$ cat config.mk
export PLATFORM = sky130hd
export DESIGN_NAME = quant_sched_flat
export DESIGN_NICKNAME = d
export VERILOG_FILES = /design/src/rtl/quant_sched_pkg.sv /design/src/rtl/quant_sched_if.sv /design/src/rtl/quant_sched_src_align.sv /design/src/rtl/quant_sched.sv /design/src/flat_wrapper.sv
export SDC_FILE = /design/constraint.sdc
export NUM_CORES = 1
export LEC_CHECK = 0
export CORE_AREA = 2 2 210 212
export DETAILED_ROUTE_END_ITERATION = 16
export DIE_AREA = 0 0 212 214
export MAX_ROUTING_LAYER = met4
export PLACE_DENSITY = 0.48
export SYNTH_ARGS = -nofsm -noshare
export SYNTH_HDL_FRONTEND = slang
export SYNTH_SLANG_ARGS = --single-unit
$ cat constraint.sdc
create_clock -name i_clk -period 3.2 [get_ports i_clk]
set_input_delay 0.32 -clock i_clk [delete_from_list [all_inputs] [get_ports i_clk]]
set_output_delay 0.32 -clock i_clk [all_outputs]
set_load 0.02 [all_outputs]
$ cat src/rtl/quant_sched_pkg.sv
// Shared definitions for the quant_sched sequencer: quantizer mode encodings,
// datapath geometry defaults and the watchdog limit.
`ifndef QSCHED_WDOG_LIM
`define QSCHED_WDOG_LIM 4096
`endif

package quant_sched_pkg;

  typedef enum logic [1:0] {
    INT4_VSQ = 2'd0,
    INT4     = 2'd1,
    INT8     = 2'd2
  } qmode_e;

  localparam int DEF_TRUNC_W   = 8;
  localparam int DEF_VL        = 32;
  localparam int DEF_ADDR_W    = 10;
  localparam int DEF_COL       = 64;
  localparam int DEF_VSQ_BUF_D = 16;
  localparam int DEF_MAX_LAT   = 4;

`ifdef QSCHED_WDOG_EN
  localparam int QSCHED_WDOG_LIM = `QSCHED_WDOG_LIM;
`endif

  // Vector-scaled INT4 scans and quantizes one group at a time; the other
  // modes scan the whole tensor first to find its max.
  function automatic logic is_vsq(input logic [1:0] m);
    return m == INT4_VSQ;
  endfunction

endpackage

$ cat src/rtl/quant_sched_if.sv
// Command, source-buffer and quantizer signal bundle for quant_sched.
interface quant_sched_if #(
  parameter int ADDR_W = 10,
  parameter int DATA_W = 256
);
  // Commands transfer on a cycle where i_cmd_valid and o_cmd_ready are both
  // high; o_cmd_ready is high exactly while the sequencer is idle, so a
  // requester may hold i_cmd_valid and only one command is taken per tensor.
  logic              i_cmd_valid;
  logic              o_cmd_ready;
  logic [1:0]        i_cmd_mode;
  logic              o_src_re;
  logic [ADDR_W-1:0] o_src_addr;
  logic [DATA_W-1:0] i_src_data;
  logic [DATA_W-1:0] o_q_data;
  logic [1:0]        o_q_mode;
  logic              o_q_start;
  logic              o_q_max_done;
  logic              i_q_vec_done;
  logic              i_q_finish;
  logic              o_busy;
  logic              o_done;
  logic              o_err;

  modport slave (
    input  i_cmd_valid, i_cmd_mode, i_src_data, i_q_vec_done, i_q_finish,
    output o_cmd_ready, o_src_re, o_src_addr, o_q_data, o_q_mode, o_q_start,
           o_q_max_done, o_busy, o_done, o_err
  );

  modport master (
    output i_cmd_valid, i_cmd_mode, i_src_data, i_q_vec_done, i_q_finish,
    input  o_cmd_ready, o_src_re, o_src_addr, o_q_data, o_q_mode, o_q_start,
           o_q_max_done, o_busy, o_done, o_err
  );
endinterface

$ cat src/rtl/quant_sched_src_align.sv
// Aligns source-buffer data with its read enable (1-cycle read latency) and
// zeroes the data path on every cycle that carries no valid beat.
module quant_sched_src_align #(
  parameter int DATA_W = 256
) (
  input  logic              clk,
  input  logic              rst_n,
  input  logic              re,
  input  logic [DATA_W-1:0] data,
  output logic [DATA_W-1:0] q_data
);

  logic re_d;

  always_ff @(posedge clk or negedge rst_n) begin
    if (!rst_n) re_d <= 1'b0;
    else        re_d <= re;
  end

  // Masking keeps stale buffer contents out of the quantizer's running max.
  assign q_data = data & {DATA_W{re_d}};

endmodule

$ cat src/rtl/quant_sched.sv
// Sequencer that streams one tensor per command from the source buffer into
// the quantizer. Optional watchdog on the QUANT wait: define QSCHED_WDOG_EN.
module quant_sched
  import quant_sched_pkg::*;
#(
  parameter int ADDR_W  = DEF_ADDR_W,
  parameter int COL     = DEF_COL,
  parameter int VSQ_D   = DEF_VSQ_BUF_D,
  parameter int MAX_LAT = DEF_MAX_LAT,
  parameter int DATA_W  = DEF_TRUNC_W * DEF_VL
) (
  input  logic        i_clk,
  input  logic        i_rst_n,
  quant_sched_if.slave bus,
  output logic [2:0]  dbg_state
);

  localparam int NGRP  = COL / VSQ_D;
  localparam int GRP_W = $clog2(NGRP + 1);
  localparam int CNT_W = $clog2(COL + MAX_LAT + 1);

  localparam logic [GRP_W-1:0] GRP_LAST = GRP_W'(NGRP);
  localparam logic [CNT_W-1:0] VSQ_LAST = CNT_W'(VSQ_D - 1);
  localparam logic [CNT_W-1:0] COL_LAST = CNT_W'(COL - 1);
  localparam logic [CNT_W-1:0] LAT_LAST = CNT_W'(MAX_LAT - 1);

  typedef enum logic [2:0] {
    S_IDLE   = 3'd0,
    S_SCAN   = 3'd1,
    S_WAIT   = 3'd2,
    S_REDUCE = 3'd3,
    S_QUANT  = 3'd4,
    S_DONE   = 3'd5
  } state_e;

  state_e            state, state_n;
  logic [ADDR_W-1:0] addr, addr_n;
  logic [CNT_W-1:0]  bcnt, bcnt_n;
  logic [GRP_W-1:0]  grp, grp_n, grp_inc;
  logic [1:0]        mode, mode_n;
  logic              src_re, q_start, q_max_done, done, cmd_ready, busy;
  logic              start_n, max_done_n;
  logic              vsq, scan_last, wd_expire;

  assign vsq       = is_vsq(mode);
  assign grp_inc   = grp + GRP_W'(1);
  assign scan_last = vsq ? (bcnt == VSQ_LAST) : (bcnt == COL_LAST);

  always_comb begin
    state_n    = state;
    addr_n     = addr;
    bcnt_n     = bcnt;
    grp_n      = grp;
    mode_n     = mode;
    start_n    = 1'b0;
    max_done_n = 1'b0;
    case (state)
      S_IDLE: begin
        if (bus.i_cmd_valid && cmd_ready) begin
          mode_n  = bus.i_cmd_mode;
          addr_n  = '0;
          bcnt_n  = '0;
          grp_n   = '0;
          state_n = S_SCAN;
        end
      end
      S_SCAN: begin
        addr_n = addr + ADDR_W'(1);
        bcnt_n = bcnt + CNT_W'(1);
        if (scan_last) begin
          // Strobes are registered, so raise them for the WAIT cycle now.
          start_n    = vsq;
          max_done_n = !vsq;
          bcnt_n     = '0;
          state_n    = S_WAIT;
        end
      end
      S_WAIT: begin
        bcnt_n  = '0;
        state_n = vsq ? S_QUANT : S_REDUCE;
      end
      S_REDUCE: begin
        bcnt_n = bcnt + CNT_W'(1);
        if (bcnt == LAT_LAST) begin
          start_n = 1'b1;
          bcnt_n  = '0;
          state_n = S_QUANT;
        end
      end
      S_QUANT: begin
        if (grp == GRP_LAST) begin
          if (bus.i_q_finish) state_n = S_DONE;
        end else if (bus.i_q_vec_done) begin
          grp_n = grp_inc;
          if (grp_inc == GRP_LAST) begin
            if (bus.i_q_finish) state_n = S_DONE;
          end else if (vsq) begin
            bcnt_n  = '0;
            state_n = S_SCAN;
          end else begin
            start_n = 1'b1;
          end
        end
        if (wd_expire) begin
          start_n = 1'b0;
          state_n = S_IDLE;
        end
      end
      S_DONE:  state_n = S_IDLE;
      default: state_n = S_IDLE;
    endcase
  end

  always_ff @(posedge i_clk or negedge i_rst_n) begin
    if (!i_rst_n) begin
      state      <= S_IDLE;
      addr       <= '0;
      bcnt       <= '0;
      grp        <= '0;
      mode       <= 2'd0;
      src_re     <= 1'b0;
      q_start    <= 1'b0;
      q_max_done <= 1'b0;
      done       <= 1'b0;
      cmd_ready  <= 1'b1;
      busy       <= 1'b0;
    end else begin
      state      <= state_n;
      addr       <= addr_n;
      bcnt       <= bcnt_n;
      grp        <= grp_n;
      mode       <= mode_n;
      src_re     <= (state_n == S_SCAN);
      q_start    <= start_n;
      q_max_done <= max_done_n;
      done       <= (state_n == S_DONE);
      cmd_ready  <= (state_n == S_IDLE);
      busy       <= (state_n != S_IDLE);
    end
  end

`ifdef QSCHED_WDOG_EN
  logic [15:0] wd;
  logic        err;

  // Only a silent quantizer in QUANT ages the watchdog.
  assign wd_expire = (state == S_QUANT) && !bus.i_q_vec_done && !bus.i_q_finish &&
                     (wd == 16'(QSCHED_WDOG_LIM - 1));

  always_ff @(posedge i_clk or negedge i_rst_n) begin
    if (!i_rst_n) begin
      wd  <= '0;
      err <= 1'b0;
    end else begin
      err <= wd_expire;
      if (state != S_QUANT || bus.i_q_vec_done || bus.i_q_finish) wd <= '0;
      else                                                         wd <= wd + 16'd1;
    end
  end

  assign bus.o_err = err;
`else
  assign wd_expire = 1'b0;
  assign bus.o_err = 1'b0;
`endif

  quant_sched_src_align #(.DATA_W(DATA_W)) u_align (
    .clk    (i_clk),
    .rst_n  (i_rst_n),
    .re     (src_re),
    .data   (bus.i_src_data),
    .q_data (bus.o_q_data)
  );

  assign bus.o_cmd_ready  = cmd_ready;
  assign bus.o_src_re     = src_re;
  assign bus.o_src_addr   = addr;
  assign bus.o_q_mode     = mode;
  assign bus.o_q_start    = q_start;
  assign bus.o_q_max_done = q_max_done;
  assign bus.o_busy       = busy;
  assign bus.o_done       = done;
  assign dbg_state        = state;

endmodule
$ cat src/flat_wrapper.sv
// flat-port wrapper written by rule: the top's interface ports become plain ports
module quant_sched_flat import quant_sched_pkg::*;
#(
  parameter int ADDR_W  = DEF_ADDR_W,
  parameter int COL     = DEF_COL,
  parameter int VSQ_D   = DEF_VSQ_BUF_D,
  parameter int MAX_LAT = DEF_MAX_LAT,
  parameter int DATA_W  = DEF_TRUNC_W * DEF_VL
)
  (i_clk, i_rst_n, dbg_state, bus_i_cmd_valid, bus_i_cmd_mode, bus_i_src_data, bus_i_q_vec_done, bus_i_q_finish, bus_o_cmd_ready, bus_o_src_re, bus_o_src_addr, bus_o_q_data, bus_o_q_mode, bus_o_q_start, bus_o_q_max_done, bus_o_busy, bus_o_done, bus_o_err);
  quant_sched_if #(.ADDR_W(ADDR_W), .DATA_W(DATA_W)) bus_i ();
  input  logic i_clk;
  input  logic i_rst_n;
  output logic [2:0] dbg_state;
  input wire logic [$bits(bus_i.i_cmd_valid)-1:0] bus_i_cmd_valid;
  input wire logic [$bits(bus_i.i_cmd_mode)-1:0] bus_i_cmd_mode;
  input wire logic [$bits(bus_i.i_src_data)-1:0] bus_i_src_data;
  input wire logic [$bits(bus_i.i_q_vec_done)-1:0] bus_i_q_vec_done;
  input wire logic [$bits(bus_i.i_q_finish)-1:0] bus_i_q_finish;
  output wire logic [$bits(bus_i.o_cmd_ready)-1:0] bus_o_cmd_ready;
  output wire logic [$bits(bus_i.o_src_re)-1:0] bus_o_src_re;
  output wire logic [$bits(bus_i.o_src_addr)-1:0] bus_o_src_addr;
  output wire logic [$bits(bus_i.o_q_data)-1:0] bus_o_q_data;
  output wire logic [$bits(bus_i.o_q_mode)-1:0] bus_o_q_mode;
  output wire logic [$bits(bus_i.o_q_start)-1:0] bus_o_q_start;
  output wire logic [$bits(bus_i.o_q_max_done)-1:0] bus_o_q_max_done;
  output wire logic [$bits(bus_i.o_busy)-1:0] bus_o_busy;
  output wire logic [$bits(bus_i.o_done)-1:0] bus_o_done;
  output wire logic [$bits(bus_i.o_err)-1:0] bus_o_err;
  assign bus_i.i_cmd_valid = bus_i_cmd_valid;
  assign bus_i.i_cmd_mode = bus_i_cmd_mode;
  assign bus_i.i_src_data = bus_i_src_data;
  assign bus_i.i_q_vec_done = bus_i_q_vec_done;
  assign bus_i.i_q_finish = bus_i_q_finish;
  assign bus_o_cmd_ready = bus_i.o_cmd_ready;
  assign bus_o_src_re = bus_i.o_src_re;
  assign bus_o_src_addr = bus_i.o_src_addr;
  assign bus_o_q_data = bus_i.o_q_data;
  assign bus_o_q_mode = bus_i.o_q_mode;
  assign bus_o_q_start = bus_i.o_q_start;
  assign bus_o_q_max_done = bus_i.o_q_max_done;
  assign bus_o_busy = bus_i.o_busy;
  assign bus_o_done = bus_i.o_done;
  assign bus_o_err = bus_i.o_err;
  quant_sched #(.ADDR_W(ADDR_W), .COL(COL), .VSQ_D(VSQ_D), .MAX_LAT(MAX_LAT), .DATA_W(DATA_W)) u_core (.i_clk(i_clk), .i_rst_n(i_rst_n), .bus(bus_i), .dbg_state(dbg_state));
endmodule
**Run 1: cell sizes after repair**

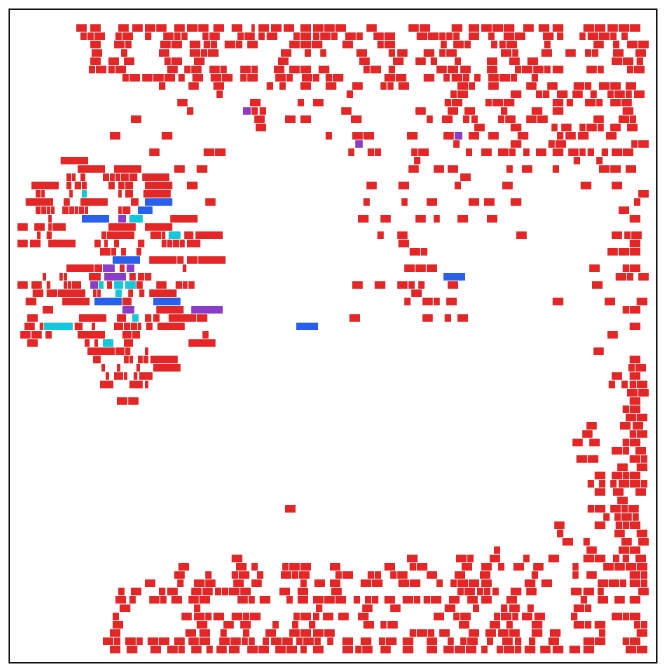
Key: drive 2 = cyan [cells 10, most used clkinv_2]; drive 6 and up = blue [cells 8, most used clkbuf_16]; drive 3 to 4 = purple [cells 10, most used buf_4]; drive 1 or less = red [cells 943, most used clkdlybuf4s50_1]
final worst-path setup slack: 0.799 ns
Final Instance Area: 0.00963 mm^2
Non-CTS buffers: 547
P&R area growth vs syn: 188%

**Run 1: clock wires, drivers and flops**

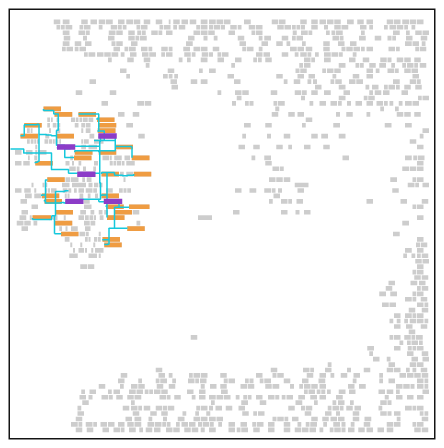
Key: cells driving clock nets = purple [count 5]; flip-flops = orange [count 32]; clock wires = cyan [length 467 um]
There are 6 routed clock nets.
clock skew: 0.00145 ns
Clock Power: 0.000474 W

==> run_results.csv, run 1 <==
group,metric,value,unit
run_status,run_status,"complete, no violations",
die,taps,585,
critical_path,cp_max_fo,32,
yosys,ys_warn_count,0,
die,ios,541,
yosys,synth_nets,718,
global_route,grt_start_max_net_pins,82,
die,dieHeight,214,um
global_route,grt_pass1_wl,39400,um
placed_design,portBuffers,539,
clocking,cts.repair.resized,0,
timing,setup_viol,0,
yosys,synth_chip_area,0.00334,mm^2
pwr,p_sw,0.00273,W
yosys,mux_share,0.00637,
critical_path,end_kind,"output port",
yosys,syn_inst,450,
finish,final_common_cell,"clkdlybuf4s50_1",
global_route,antenna_found_initial,20,
timing,period_minus_slack,2.40,ns
route,dr.pass1.iters,4,
finish,clk_share,0.0155,
route,top_layer,"met4",
global_route,use_met3,0.0399,
finish,n_antenna_cell,23,
yosys,numSynthFlops,32,
global_route,grt-ovfl-total,0,
pwr,pwr-share-clk,0.081,
pwr,comb_power,0.00464,W
finish,nFillCells,4707,
finish,sh_comb_area,0.248,
critical_path,cp_data_arrival_time,2.08,ns
yosys,syn_avg_cell_area,7.42,um^2
finish,seq_area_frac,0.0837,
route,wl_met3,2360,um
pwr,powerDensity,611,mW/mm^2
timing,holdWs,0.454,ns
route,drt_iter0_drc,211,
**Run 1: clock wiring as the flow saved it**

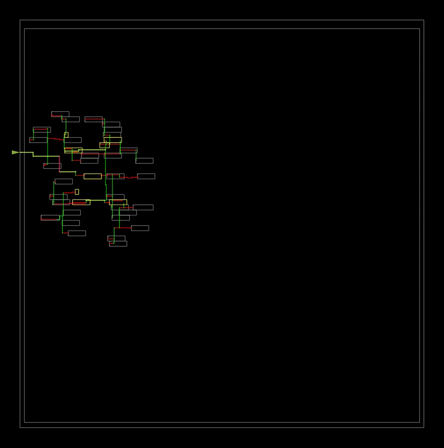
Clock Sink Count: 32
final sequential cell count: 32
Num CTS Buffers: 5
layout clock buffer count: 6
Latency at later pin: 0.27 ns

==> run 2: changes to the inputs <==
--- a/config.mk
+++ b/config.mk
@@ -5,9 +5,9 @@
 export SDC_FILE = /design/constraint.sdc
 export NUM_CORES = 1
 export LEC_CHECK = 0
-export CORE_AREA = 2 2 210 212
+export CORE_AREA = 2 2 209 211
 export DETAILED_ROUTE_END_ITERATION = 16
-export DIE_AREA = 0 0 212 214
+export DIE_AREA = 0 0 211 213
 export MAX_ROUTING_LAYER = met4
 export PLACE_DENSITY = 0.48
 export SYNTH_ARGS = -nofsm -noshare
==> constraint.sdc (replaced) <==
create_clock -name i_clk -period 2.5 [get_ports i_clk]
set_input_delay 0.25 -clock i_clk [delete_from_list [all_inputs] [get_ports i_clk]]
set_output_delay 0.25 -clock i_clk [all_outputs]
set_load 0.02 [all_outputs]
**Run 2: met1 routing**

Supply wires on this layer in grey.
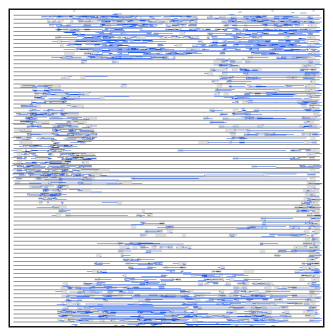
The longest straight run is 134 um. The layer holds 42% of the routed length. 1123 nets have wire on it. The wires run mostly horizontal.
GRT met1 Usage: 0.149
Total Routed Length: 29100 um

==> run 2 against run 1 <==
Compared with the run above: flip-flop count unchanged; register-to-register slack got worse by 0.71 ns; via count decreased by 0.96%; clock power increased by 28%; synthesized area unchanged; largest cell class unchanged.
==> run_results.csv, run 2 <==
group,metric,value,unit
critical_path,critical_path_class,"reg -> out",
critical_path,end_kind,"output port",
pwr,comb_power,0.00616,W
clocking,cts.repair.resized,0,
finish,buffers,552,
timing,finalSetupTns,0,ns
yosys,synth_nets,718,
finish,final_cell_area,0.00966,mm^2
pwr,pwr-share-clk,0.079,
pwr,p_sw,0.00358,W
finish,final_nets,1243,
finish,sh_comb_area,0.248,
route,postRouteAntennaNets,0,
finish,synthToLayoutAreaGrowth,189,%
pwr,ir_drop,0.414,mV
timing,holdWs,0.373,ns
timing,period_minus_slack,2.32,ns
finish,final_common_cell,"clkdlybuf4s50_1",
yosys,numSynthFlops,32,
pwr,pwr-share-comb,0.797,
yosys,synth_chip_area,0.00334,mm^2
yosys,ys_warn_count,0,
yosys,syn_area,0.00334,mm^2
clocking,cts_buffers,5,
yosys,ys_sh_aoi,0.0910,
critical_path,start_kind,"flip-flop",
global_route,grt_pass1_wl,38200,um
route,wl_met1,12300,um
route,vias,5053,
pwr,powerDensity,800,mW/mm^2
finish,combGateArea,0.00239,mm^2
timing,finalMaxSlewViolations,0,
timing,setup_viol,0,
min_path,min_path_type,"in -> async",
clocking,cts.sink_count,32,
route,drc,0,
yosys,ys_seq_share,0.240,
yosys,synth-edff-count,0,
timing,max-slew-margin-rel,0.624,
finish,largest_register_ffs,10,
run_status,run_status,"complete, no violations",
finish,regArea,806,um^2
yosys,syn_avg_cell_area,7.42,um^2
finish,seq_area_frac,0.0834,
die,die_area,0.0449,mm^2
route,wl_met2,14300,um
critical_path,cp_data_required_time,2.25,ns
finish,clk_share,0.0154,
die,dieHeight,213,um
pwr,pg_seq,0.000961,W
critical_path,cp_common_cell,"buf_12",
timing,timing.final.ws_setup,0.182,ns
yosys,topCellsByArea,"and2_1, dfrtp_1, clkbuf_1",
critical_path,cp_max_fo,50,
finish,clkbuf_count,6,
finish,flops,32,
clocking,tritoncts,"built",
yosys,mux_share,0.00637,
global_route,antenna_found_initial,11,
die,ios,541,
global_route,grt-ovfl-total,0,
finish,top_area_cell_class,"buffers",
critical_path,crit_family,"buffers and inverters",
finish,n_antenna_cell,10,
clocking,insertion_delay,0.28,ns
die,initCoreUtil,0.0782,
yosys,simple_gate_share,0.599,
yosys,ys_sh_adder,0.0187,
critical_path,setup.worst_path.end,"bus_o_q_data[93]",
critical_path,cp_data_arrival_time,2.07,ns
route,wl_met3,2420,um
finish,nFillCells,4697,
yosys,yosys_cells,450,
route,top_layer,"met4",
yosys,syn_inst,450,
global_route,use_met3,0.0409,
route,dr.pass1.iters,4,
placed_design,portBuffers,539,
placed_design,place_ws,0.369,ns
die,taps,546,
yosys,most_common_cell,"and2_1",
global_route,grt_start_max_net_pins,51,
route,drt_iter0_drc,239,
job,tool_warnings,27,
route,viasPerCell,3.30,
finish,multi_input_comb_cells,381,
**Run 2: clock wiring as the flow saved it**

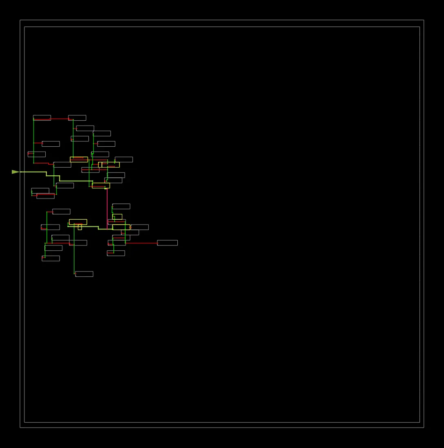
clock skew: 0.0114 ns
Clock Power: 0.000608 W

Power is estimated from default activity; no workload was simulated.
